### config.mk
export PLATFORM = sky130hd
export DESIGN_NAME = am2922_scan
export DESIGN_NICKNAME = d
export VERILOG_FILES = /design/src/rtl/am2922_scan_pkg.sv /design/src/rtl/am2922_nextch.sv /design/src/rtl/am2922_scan.sv
export SDC_FILE = /design/constraint.sdc
export NUM_CORES = 1
export LEC_CHECK = 0
export CAP_MARGIN = 20
export CELL_PAD_IN_SITES_DETAIL_PLACEMENT = 1
export CELL_PAD_IN_SITES_GLOBAL_PLACEMENT = 2
export CORE_MARGIN = 2
export CORE_UTILIZATION = 32
export DETAILED_ROUTE_END_ITERATION = 8
export GPL_TIMING_DRIVEN = 0
export PLACE_DENSITY_LB_ADDON = 0.1
export SLEW_MARGIN = 0
export SYNTH_ARGS = -nofsm -noshare
export SYNTH_HDL_FRONTEND = slang
export SYNTH_SLANG_ARGS = --single-unit
### constraint.sdc
create_clock -name clk -period 2.98 [get_ports clk]
set_clock_uncertainty 0.15 [all_clocks]
set_input_delay 0.447 -clock clk [delete_from_list [all_inputs] [get_ports clk]]
set_output_delay 0.447 -clock clk [all_outputs]
set_load 0.1 [all_outputs]
### src/rtl/am2922_scan_pkg.sv
// Shared types and sizes for the am2922 condition-mux scan controller.
package am2922_scan_pkg;

  localparam int unsigned N_CH  = 8;
  localparam int unsigned SEL_W = 3;
  localparam int unsigned CNT_W = 4;

  typedef enum logic [1:0] {
    ST_IDLE = 2'd0,
    ST_LOAD = 2'd1,
    ST_WAIT = 2'd2,
    ST_DONE = 2'd3
  } state_e;

  // Pin group driven onto the am2922 (select, polarity, active-low enables)
  typedef struct packed {
    logic [SEL_W-1:0] sel;
    logic             pol;
    logic             re_;
    logic             me_;
    logic             oe_;
  } mux_drv_t;

  localparam mux_drv_t DRV_OFF = '{sel: '0, pol: 1'b0, re_: 1'b1, me_: 1'b1, oe_: 1'b1};

endpackage

### src/rtl/am2922_nextch.sv
// Finds the lowest set mask bit strictly above ch (or from bit 0 when first=1).
module am2922_nextch
  import am2922_scan_pkg::*;
(
  input  logic [N_CH-1:0]  mask,
  input  logic [SEL_W-1:0] ch,
  input  logic             first,
  output logic             found_c,
  output logic [SEL_W-1:0] next_ch_c
);

  // Descending walk so the lowest qualifying bit is the last one written
  always_comb begin
    found_c   = 1'b0;
    next_ch_c = '0;
    for (int i = N_CH - 1; i >= 0; i--) begin
      if (mask[i] && (first || (i > int'(ch)))) begin
        found_c   = 1'b1;
        next_ch_c = SEL_W'(i);
      end
    end
  end

endmodule

### src/rtl/am2922_scan.sv
// Scan controller for one am2922: walks enabled channels, samples Y into status,
// and hands the result to the host with a done/ack handshake.
module am2922_scan
  import am2922_scan_pkg::*;
#(
  parameter int unsigned SETTLE = 1
) (
  input  logic       clk,
  input  logic       clr_,
  input  logic       start,
  input  logic       abort,
  input  logic       single,
  input  logic [2:0] sel,
  input  logic [7:0] mask,
  input  logic [7:0] polmask,
  input  logic       ack,
  output logic       busy,
  output logic       done,
  output logic [7:0] status,
  output logic       a,
  output logic       b,
  output logic       c,
  output logic       pol,
  output logic       re_,
  output logic       me_,
  output logic       oe_,
  input  logic       y
);

  localparam logic [CNT_W-1:0] CNT_LAST = CNT_W'(SETTLE - 1);

  state_e           state_q, state_d;
  logic             armed_q, armed_d;
  logic [N_CH-1:0]  emask_q, emask_d;
  logic [N_CH-1:0]  pmask_q, pmask_d;
  logic [SEL_W-1:0] ch_q, ch_d;
  logic [CNT_W-1:0] cnt_q, cnt_d;
  logic [N_CH-1:0]  status_q, status_d;
  logic             busy_q, busy_d;
  logic             done_q, done_d;
  mux_drv_t         drv_q, drv_d;

  logic             nxt_found_c;
  logic [SEL_W-1:0] nxt_ch_c;
  logic             go_load, go_done, go_abort;

  // One finder serves the first lookup (from IDLE) and every later step
  am2922_nextch u_nextch (
    .mask      (emask_q),
    .ch        (ch_q),
    .first     (state_q == ST_IDLE),
    .found_c   (nxt_found_c),
    .next_ch_c (nxt_ch_c)
  );

  always_ff @(posedge clk or negedge clr_) begin
    if (!clr_) begin
      state_q  <= ST_IDLE;
      armed_q  <= 1'b0;
      emask_q  <= '0;
      pmask_q  <= '0;
      ch_q     <= '0;
      cnt_q    <= '0;
      status_q <= '0;
      busy_q   <= 1'b0;
      done_q   <= 1'b0;
      drv_q    <= DRV_OFF;
    end else begin
      state_q  <= state_d;
      armed_q  <= armed_d;
      emask_q  <= emask_d;
      pmask_q  <= pmask_d;
      ch_q     <= ch_d;
      cnt_q    <= cnt_d;
      status_q <= status_d;
      busy_q   <= busy_d;
      done_q   <= done_d;
      drv_q    <= drv_d;
    end
  end

  // Next state plus next values of every registered output
  always_comb begin
    state_d  = state_q;
    armed_d  = armed_q;
    emask_d  = emask_q;
    pmask_d  = pmask_q;
    ch_d     = ch_q;
    cnt_d    = cnt_q;
    status_d = status_q;
    busy_d   = busy_q;
    done_d   = done_q;
    drv_d    = drv_q;
    go_load  = 1'b0;
    go_done  = 1'b0;
    go_abort = 1'b0;

    case (state_q)
      ST_IDLE: begin
        // A start is latched first; the channel decision follows one cycle later
        if (armed_q) begin
          armed_d = 1'b0;
          if (nxt_found_c) go_load = 1'b1;
          else             go_done = 1'b1;
        end else if (start) begin
          armed_d  = 1'b1;
          emask_d  = single ? (N_CH'(1) << sel) : mask;
          pmask_d  = polmask;
          status_d = '0;
        end
      end
      ST_LOAD: begin
        if (abort) begin
          go_abort = 1'b1;
        end else begin
          state_d  = ST_WAIT;
          cnt_d    = '0;
          drv_d.re_ = 1'b1;
        end
      end
      ST_WAIT: begin
        if (abort) begin
          go_abort = 1'b1;
        end else if (cnt_q == CNT_LAST) begin
          status_d[ch_q] = y;
          if (nxt_found_c) go_load = 1'b1;
          else             go_done = 1'b1;
        end else begin
          cnt_d = cnt_q + CNT_W'(1);
        end
      end
      ST_DONE: begin
        if (ack) begin
          state_d = ST_IDLE;
          done_d  = 1'b0;
        end
      end
      default: state_d = ST_IDLE;
    endcase

    if (go_load) begin
      state_d   = ST_LOAD;
      ch_d      = nxt_ch_c;
      busy_d    = 1'b1;
      drv_d.sel = nxt_ch_c;
      drv_d.pol = pmask_q[nxt_ch_c];
      drv_d.re_ = 1'b0;
      drv_d.me_ = 1'b0;
      drv_d.oe_ = 1'b0;
    end

    // Select and polarity keep their last values once the scan ends
    if (go_done) begin
      state_d   = ST_DONE;
      busy_d    = 1'b0;
      done_d    = 1'b1;
      drv_d.re_ = 1'b1;
      drv_d.me_ = 1'b1;
      drv_d.oe_ = 1'b1;
    end

    if (go_abort) begin
      state_d   = ST_IDLE;
      status_d  = '0;
      busy_d    = 1'b0;
      done_d    = 1'b0;
      drv_d.re_ = 1'b1;
      drv_d.me_ = 1'b1;
      drv_d.oe_ = 1'b1;
    end
  end

  assign busy      = busy_q;
  assign done      = done_q;
  assign status    = status_q;
  assign {c, b, a} = drv_q.sel;
  assign pol       = drv_q.pol;
  assign re_       = drv_q.re_;
  assign me_       = drv_q.me_;
  assign oe_       = drv_q.oe_;

endmodule
### Signal metal coverage by tile, run 1

The bar under the picture is 20 um long. 18 x 18 tiles, from black (low) to pale yellow (high), scaled to the fullest tile. Values are wire area over tile area, all layers added.
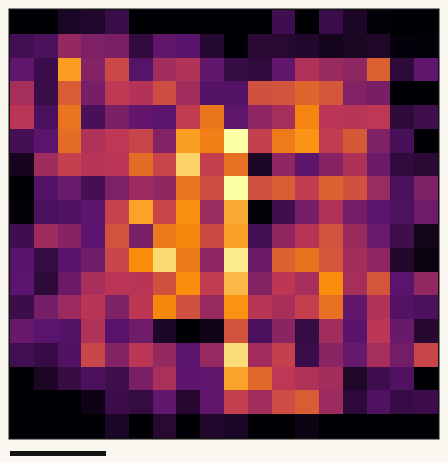
tiles over half the peak: 25%
densest ninth of the die: center
nearly empty tiles: 12%
emptiest ninth of the die: lower left

### Layout detail, run 1

The bar under the picture is 20 um long. Region (0, 0) to (50, 50) um. Cells in gray, sequential cells in the stronger gray; small squares are vias.
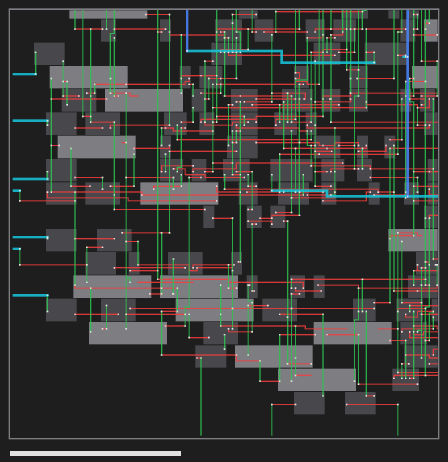
legend:
  cyan:
    layer: M3
  blue:
    layer: M4
  red:
    layer: M1
  green:
    layer: M2
most frequent: dfrtp_1 (12), clkdlybuf4s50_1 (10), mux2_2 (9)
netlist names of flops here include: pmask_q (7), cnt_q (2)
sequential cells in the window: 12
cells with their middle in the window: 90

==> reports/notes.md, run 1 <==
Gate count after technology mapping: 248. The logs give 0.335 for the effective utilization at floorplan and 287 ps for the worst-case setup slack after placement. The run gives 0.00230 sq mm as the post-synthesis chip area from yosys. The proportion of layout cells with a drive suffix above 1 was 0.127. The longest clock path from root to sink contains 2 buffers. The run gives 1040 mW/mm^2 for the power density over the cells. The total design power was 3.07 mW. With the total grt overflow at 0, the via count of the first global-routing pass is 2020. The critical path in the final layout is reported with a setup slack of 328 ps. Buffers added to address setup during post-CTS repair amount to 0. The leakage power in the latest report is 1.26 nW. Sorting the Yosys area breakdown by cell type puts at the top sky130_fd_sc_hd__dfrtp_1.

At floorplan, the net count of the design was reported as 280. The part of the cycle the worst path needs works out to 0.890. Signal nets in the final route climb as high as met4. The script reports the combined buffer and inverter count of the critical path as 2. The initial antenna violation count was 0. The tools report the element type at the critical path start as a flop. The run gives 80 ps for the CTS clock-pin slew for the worst setup and hold paths. The logs give 0.431 for the utilization after layout and 855 uW for the flip-flop and latch power. The worst setup path is captured at a primary output. The clock network power was 367 uW; the headroom to the max-slew limit was 0.353.

The proportion of final cell area spent on non-clock buffers is 0.174, and the reg2reg setup slack is 400 ps. The standard cell with the maximum stage delay on the critical path was sky130_fd_sc_hd__clkdlybuf4s50_1. The flow ran to the end, and the final reports show no timing, DRC or antenna violations.

The compound-gate portion of the synthesized area is 0.251. The tools report the number of nets at the end of the flow as 331. For this run, the leading register cell type out of synthesis is sky130_fd_sc_hd__dfrtp_1. Setup repair after global routing left no endpoint under its margin.

The total setup violations reported at the end of the flow was 0; the routed via count divided by cell count was 5.04. The run gives 2760 um for the wire length on met2. TritonCTS built the clock tree. Maximum number of pins on one net before global-route repair: 22. The insertion delay of the later-clocked pin in the worst-skew pair came out at 290 ps.

The logs give 0.0336 for the global-route track usage on met3 and 0 for the yosys synthesis warning count. Flop share of the area: 0.331. The area share of xor/xnor cells in the synthesized design was 0; the final standard cell area without fillers was 0.00296 sq mm. The logs give 2970 um for the post-route met1 wirelength and 0.00121 sq mm for the area of the multi-input gates. The top logic cell by instance count in the layout is sky130_fd_sc_hd__clkdlybuf4s50_1. The synthesized netlist occupies a cell area of 0.00230 sq mm. The final weighted congestion in routability-driven placement is 0.766, and the number of nets with antenna violations after detailed routing is 0.

With the net switching share of the total power at 0.504, the half-perimeter wire length of the detailed placement result is 4660 um. The number of failing hold endpoints at the final stage is 0. The sequential fraction of design power was 0.278. VDD sags by at most 423 uV. The sequential area share after synthesis was 0.425.

With the number of signal-net buffers in the layout at 55, the tally of max-capacitance violations is 0. The report lists the number of cells resized after CTS as 0. The run gives 0.235 as the met1 usage. With the quantity of hold-fixing buffers added after cts at 1, the post-synthesis share of cell area spent on full adders, half adders and majority gates is 0.0326. Counting the clock-network buffers in the layout gives 6. Counting pins that exceed their max-slew limit in the final report gives 0.

Fraction of met2 tracks used by global routing: 0.268. The top cell types in the final layout, fill and taps aside, are 41 x sky130_fd_sc_hd__clkdlybuf4s50_1, 37 x sky130_fd_sc_hd__dfrtp_1, 28 x sky130_fd_sc_hd__o21ai_0. The die width is 88.8 um, and the total CTS buffers is 5. The class of the tightest hold or removal check was reg2reg. The run gives 43 as the top-level I/O count. The buffer type at the clock tree root is sky130_fd_sc_hd__clkbuf_8. Logic share of the area: 0.410.

The fraction of registers with async set/reset was 1.00. In the Yosys report the total cell count is 248. The report shows a maximum critical-path fanout of 3.

The worst setup path is of the reg2out kind. By area, logic gates come first.
### Placement view, run 1

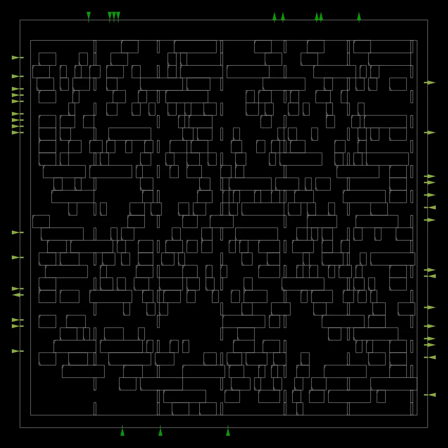
Seq Cell Count: 39
number of tapcells: 96
# rows: 30
tally of non-filler cells in the final layout: 395

-- run 1: Yosys cell counts (4+ instances only) --
library cell               count
sky130_fd_sc_hd__ha_1          6
sky130_fd_sc_hd__a22oi_1       4
sky130_fd_sc_hd__nor2_1       16
sky130_fd_sc_hd__o21ai_0      28
sky130_fd_sc_hd__buf_2         5
sky130_fd_sc_hd__dfrtp_1      37
sky130_fd_sc_hd__inv_1        11
sky130_fd_sc_hd__nor2b_1      10
sky130_fd_sc_hd__nand2_1      23
sky130_fd_sc_hd__a22o_1        6
sky130_fd_sc_hd__mux2_2       10
sky130_fd_sc_hd__nand2b_1      6
sky130_fd_sc_hd__a21oi_1      17
sky130_fd_sc_hd__nand3_1       4
### Cell classes on the final placement, run 1

Fill, decap, tap and diode cells in gray.
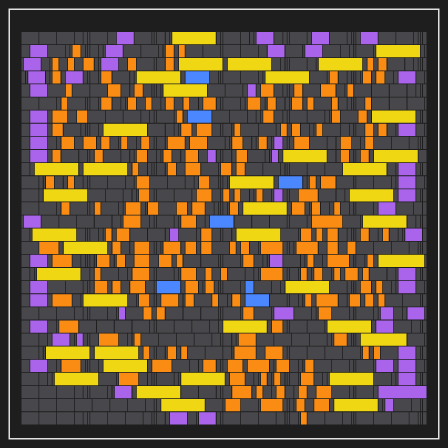

## Run 2: what changed since run 1
--- a/config.mk
+++ b/config.mk
@@ -5,15 +5,14 @@
 export SDC_FILE = /design/constraint.sdc
 export NUM_CORES = 1
 export LEC_CHECK = 0
+export ABC_AREA = 1
 export CAP_MARGIN = 20
 export CELL_PAD_IN_SITES_DETAIL_PLACEMENT = 1
 export CELL_PAD_IN_SITES_GLOBAL_PLACEMENT = 2
 export CORE_MARGIN = 2
-export CORE_UTILIZATION = 32
+export CORE_UTILIZATION = 30
 export DETAILED_ROUTE_END_ITERATION = 8
-export GPL_TIMING_DRIVEN = 0
 export PLACE_DENSITY_LB_ADDON = 0.1
-export SLEW_MARGIN = 0
 export SYNTH_ARGS = -nofsm -noshare
 export SYNTH_HDL_FRONTEND = slang
 export SYNTH_SLANG_ARGS = --single-unit
### Cell classes on the final placement, run 2

Fill, decap, tap and diode cells in gray.
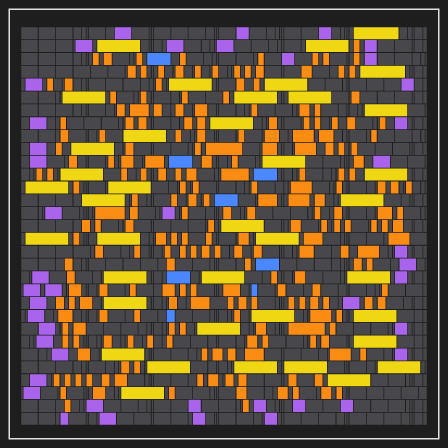
legend:
  purple:
    class: remaining buffers and delay cells
    cells: 43
  yellow:
    class: registers
    cells: 39
  orange:
    class: remaining logic cells
    cells: 228
  blue:
    class: clock drivers and dummy loads
    cells: 8

==> run 2 against run 1 <==
  * Sequential power is 8.3% higher
  * Critical endpoint is now status[0]
  * Largest cell class unchanged
  * Wire length is 8.1% lower
  * Largest power group unchanged
  * Setup slack better by 360 ps
==> reports/notes.md, run 2 <==
The run finished with clean final reports. The reg2reg setup slack is 680 ps (+280 ps). The cell total in the yosys stat output came out at 274 (+10%).

The run gives 0.374 (-0.0362) for the logic share of the area. The number of nets in the synthesized netlist was 306 (+9.3%). Top layer reached by signal wires: met4. At the pin with the least slew margin, the transition time is 917 ps. The number of gates given a new drive strength after cts was 0 (unchanged). The critical path class is reg2reg. Setup repair after global routing left no endpoint under its margin. The met1 usage came out at 0.191 (-0.0433). For the number of buffers added for setup after CTS, the log shows 0 (unchanged). Worst-case setup slack after placement: 481 ps (+195 ps).

For the well tap count, the log shows 99 (+3.1%). The element type at the critical path start was a flop. The number of enable-type register cells in the synthesized netlist was 0. For this run, design rule violations remaining after detail routing come to 0. The tools report the global-route track usage on met3 as 0.0367 (+0.00315). The final weighted congestion in routability-driven placement was 0.721 (-5.8%). The most common logic cells in the final layout are 61 x sky130_fd_sc_hd__nand2_1, 37 x sky130_fd_sc_hd__dfrtp_1, 27 x sky130_fd_sc_hd__inv_1. Post-synth the commonest register cell is sky130_fd_sc_hd__dfrtp_1. With the data arrival time at the worst-slack endpoint at 2350 ps, the total setup violations reported at the end of the flow is 0 (unchanged).

For the sequential area share after synthesis, the log shows 0.435 (+0.00947). The post-synthesis instance area was 0.00225 sq mm (-2.2%). By instance count after routing, the leading logic cell type is sky130_fd_sc_hd__nand2_1. The maximum number of pins on one net before global-route repair is 40 (+82%), and the fraction of met2 tracks used by global routing is 0.234 (-0.0341).

With the number of failing hold endpoints at the final stage at 0 (unchanged), the flop share of the area is 0.350 (+0.0195). The number of max-slew violations in the final report was 0 (unchanged). The run gives 0 (unchanged) as the initial antenna violation count.

The largest driver fanout on the critical path is 18 (+15), and the headroom to the max-slew limit is 0.389 (+0.0362). The yosys synthesis warning count was 0 (unchanged). The area of the multi-input gates came out at 0.00104 sq mm (-14%).

The net switching share of the total power came out at 0.553 (+0.0488). Routed length per placed instance: 13.2 um. The run gives 0.310 (-0.0246) for the effective utilization at floorplan. The tally of max-capacitance violations is 0 (unchanged).

The number of signal-net buffers in the layout works out to 43 (-22%). The run gives 685 ps (+357 ps) as the worst setup slack after layout. The sequential fraction of design power is 0.268 (-0.010), and the gate count after technology mapping is 274 (+10%). The most frequent cell after synthesis is sky130_fd_sc_hd__nand2_1. The type recorded for the worst min-delay path is in2async.

The fraction of registers with async set/reset came out at 1.00 (unchanged). Post-synthesis chip area from yosys: 0.00225 sq mm (-2.2%). The routed via count divided by cell count works out to 4.59 (-9.0%).

Die width: 90.6 um (+2.1%). CTS clock-pin slew for the worst setup and hold paths: 80 ps (about the same). In this run the clock root is driven by a sky130_fd_sc_hd__clkbuf_8. The run gives 322 uV (-24%) as the largest vdd supply drop. The number of multi-input combinational cells in the layout was 182. The tools report the total design power as 3.45 mW (+12%). TritonCTS built the clock tree. The total CTS buffers was 5 (unchanged). Count of standard-cell rows: 31 (+3.3%). The number of clock buffer instances in the layout came out at 7 (+1). The number of flip-flops and latches came out at 39 (unchanged). The run gives 2610 um (-12%) for the post-route met1 wirelength. The maximum buffer depth of the clock tree is 2 (unchanged). The insertion delay of the later-clocked pin in the worst-skew pair is 300 ps (about the same), and the number of nets at the end of the flow is 349 (+5.4%). The leakage component of the power is 1.29 nW (+2.4%). The worst setup path is captured at a flop. Total detailed-routing wirelength: 5520 um. The final standard cell area without fillers is 0.00280 sq mm (-5.6%). The run gives 1230 mW/mm^2 (+19%) for the power density over the cells. For the via count of the first global-routing pass, the log shows 1930 (-4.5%). The proportion of final cell area spent on non-clock buffers works out to 0.136 (-0.0381). The biggest area contributor in the post-synthesis netlist is sky130_fd_sc_hd__dfrtp_1.

The flow reports an fmax of 0.436 GHz. Number of nets with antenna violations after detailed routing: 0 (unchanged). The run gives 4210 um (-9.6%) as the half-perimeter wire length of the detailed placement result. The logs give 216 um for the routed length on met3 and 43 (unchanged) for the top-level I/O count. The quantity of hold-fixing buffers added after cts was 0 (-1).
-- run 2: power groups by stage --
stage	Sequential, mW	Combinational (mW)	Clock [mW]
floorplan	1.37	1.29	0
finish	0.926	2.15	0.379
detailed placement	0.940	2.17	0
CTS	0.933	2.18	0.402
global route	0.965	2.39	0.419
global placement	0.934	2.16	0
-- run 2: cells by family after synthesis --
family,synth area share
AOI/OAI and AO/OA,0.171
buffers and inverters,0.101
DFF,0.435
adders and majority gates,0.0334
xor gates and xnor gates,0.00389
and+or+nand+nor,0.256
-- run 2: stage by stage --
stage,std cells,util
after floorplan,274,-
after global placement,409,0.373
after detailed placement,409,0.373
after CTS,417,0.385
after global routing,417,0.385
final,417,0.385
Power figures rest on the tool's default switching activity, not on a simulated workload.
